### M3 wires

Bar = 20 um.
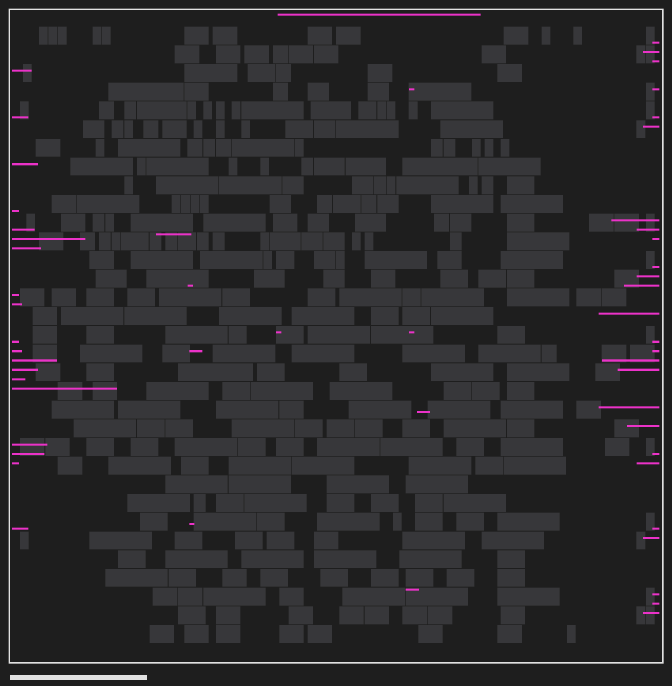
### Routed clock nets over the placement

Bar = 20 um.
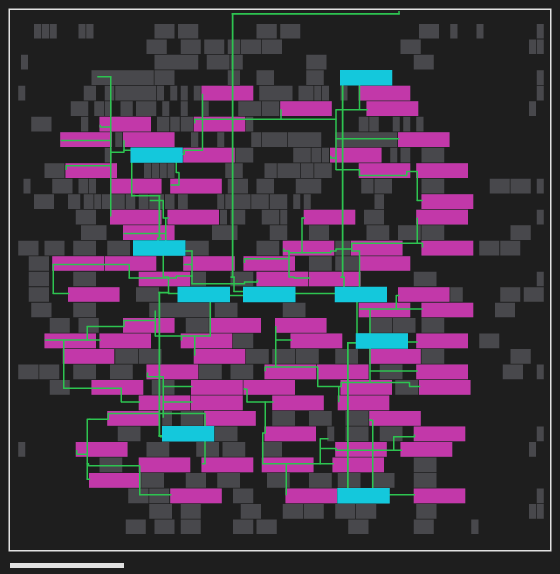
==> config.mk <==
export PLATFORM = sky130hd
export DESIGN_NAME = imem_loader
export DESIGN_NICKNAME = d
export VERILOG_FILES = /design/src/rtl/imem_loader.sv
export SDC_FILE = /design/constraint.sdc
export NUM_CORES = 1
export LEC_CHECK = 0
export ABC_CLOCK_PERIOD_IN_PS = 5000
export CORE_UTILIZATION = 40
export CTS_BUF_LIST = sky130_fd_sc_hd__clkbuf_16
export DETAILED_ROUTE_END_ITERATION = 8
export PLACE_DENSITY = 0.67
export SLEW_MARGIN = 20
export SYNTH_ARGS = -nofsm -noshare
export SYNTH_HDL_FRONTEND = slang
export SYNTH_SLANG_ARGS = --single-unit
==> constraint.sdc <==
create_clock -name Clk -period 5 [get_ports Clk]
set_input_delay 1 -clock Clk [delete_from_list [all_inputs] [get_ports Clk]]
set_output_delay 1 -clock Clk [all_outputs]
set_load 0.005 [all_outputs]
==> git commit body <==
Store results of the implementation flow

- The chip occupies 8997 um2.
- Number of distinct standard cells referenced by the synthesized netlist: 37
* Data required time at the worst endpoint: 4.00 ns
- Number of hold buffers added after cts: 0
- Post-CTS Resized: 0
* Crit path max-delay cell type: sky130_fd_sc_hd__clkdlybuf4s50_1
- For reference, the final report shows the hold violation count at 0.
* Parity-gate share of the synthesized area counting xor and xnor cells: 3.266%
- Routing resource usage on met1 recorded by global route was 20.59%.
- Unrepaired setup endpoints after global routing: false
* Drt drc: 0
- Cell taking the most area after synthesis: sky130_fd_sc_hd__dfrtp_1
* Critical path launch point type: flop
- RePlAce ended its routability-driven mode at a weighted congestion of 0.7932.
- Compared with the post-synthesis result, the final layout area differs by 27.36%.
- Summed over all nets, the switching power comes to 0.7779 mW.
- The die is 94.85 um wide.
* Highest-power group: sequential cells
- The number of cells reported by Yosys stat comes to 264.
* Dominant register cell: sky130_fd_sc_hd__dfrtp_1
- After synthesis, the chip area reported by Yosys is 3448 um2.
- The number of maximum-capacitance violations recorded for the run is 0.
- Slowest cell delay on critical path: 0.62 ns
- Setup slack of the worst register-to-register path: 2.61 ns
- Library cell with the highest instance count after synthesis: sky130_fd_sc_hd__dfrtp_1
- Post-CTS Setup Inserts: 0
- Overall routing resource usage recorded by global route was 14.67%.
- The portion of synthesized area spent on multiplexers is 19.52%.
- CP Depth: 2
* AND-OR/OR-AND Cells, Area Fraction: 3.882%
* First-pass GRT wire length: 9715 um
- The pin closest to its max-slew limit shows a slew of 1.000 ns.
- The warning tally printed by Yosys for this design is 0.
- The number of antenna violations at the first check in global routing was 0.
- TritonCTS built the clock tree.
- Per the detail_route report, vias per standard cell equal 4.698.
- Pwr per Cell Area: 632.0 nW/um2
- TritonCTS buffer count: 9
- Number of cell rows: 33
- Nets still carrying antenna violations after routing amount to 0.
- Vert. Die Dim: 94.85 um
* Via count of the first global-routing pass: 1909
* TritonCTS Sinks: 77
* Deepest clock path buffer count: 2
- Initial DRT Pass Iterations: 4
* Netlist area before placement: 3448 um2
- The worst setup path is captured at an output pin.
* Share of synthesized cell area in full adder, half adder and majority cells: 1.089%
- Average detailed-routed wire length per instance: 13.50 um
- In the synthesized netlist, the cells that appear most often are sky130_fd_sc_hd__dfrtp_1 (77), sky130_fd_sc_hd__mux2_2 (58), sky130_fd_sc_hd__buf_4 (28).
- met2 track demand over resource after global routing is 21.10%.
- Setup Viol. Count Final: 0
- Avg Cell Area, Syn: 13.06 um2
- Max fanout on the critical path was recorded as 6.
* Number of diodes added for antenna fixing: 0
- Data arrival time at the worst-slack endpoint: 1.86 ns
* Largest family of logic cells by area: multiplexers
- CTS H-tree depth: 3
- Top Usage Layer GRT: met2
* Logic pwr share: 33.6%
- Total congestion overflow after global routing: 0
* Cell depth of the worst min-delay path: 2
- The cell-mix breakdown from Yosys lists the simple-gate area share as 8.345%.
- Number of warnings in the stage logs: 26
- In this run the tightest slew margin relative to its limit is 33.23%.
- Status: finished, final reports clean
* Cell count of the worst reg-to-reg path: 3
- Worst setup path class: reg2out
* Fraction of layout cells with a size suffix above 1: 26.81%
- Flops & latches, synth: 77
About 'M3 wires':
The layer holds 3.1% of the routed length. The layer carries 180 um of wire. The longest straight run is 29.2 um.
met3 Usage GRT: 2.415%
routed wire length: 5900 um
vias after detailed routing: 2053

About 'Routed clock nets over the placement':
Cyan is cells driving clock nets, count 9. Green is clock wires, length 888 um. Magenta is flip-flops, count 77.
There are 10 routed clock nets.
power consumed by the clock network: 0.725 mW
Clock Skews: 0.003236 ns
insertion delay to the later sink of the worst-skew pair: 0.33 ns
clock share of power: 26.1%

==> through the flow <==
stage	instance area, um2	util (%)	setup WS (ns)	instances
global route	4392	52.92	2.117	437
global placement	4048	48.77	1.932	421
detailed placement	4050	48.80	1.927	421
finish	4392	52.92	2.138	437
CTS	4389	52.89	2.145	437
floorplan	3546	-	2.033	290
==> layer usage <==
layer  part of all wire, %  wire (um)
met3                   3.1        180
met5                     0          0
met2                    45       2661
met1                    49       2919
met4                   2.4        140
==> cell type report <==
| type | count | area, um2 |
|---|---|---|
| inverters | 8 | 32.53 |
| clock inverters | 7 | 113.9 |
| repair buffers | 61 | 608.1 |
| clock buffers | 9 | 225.2 |
| well taps | 105 | 131.4 |
| flip-flops and latches | 77 | 1927 |
| multi-input cells | 170 | 1354 |
| fillers | 721 | 3908 |
No activity file was given, so power comes from the tool's default toggle rates.
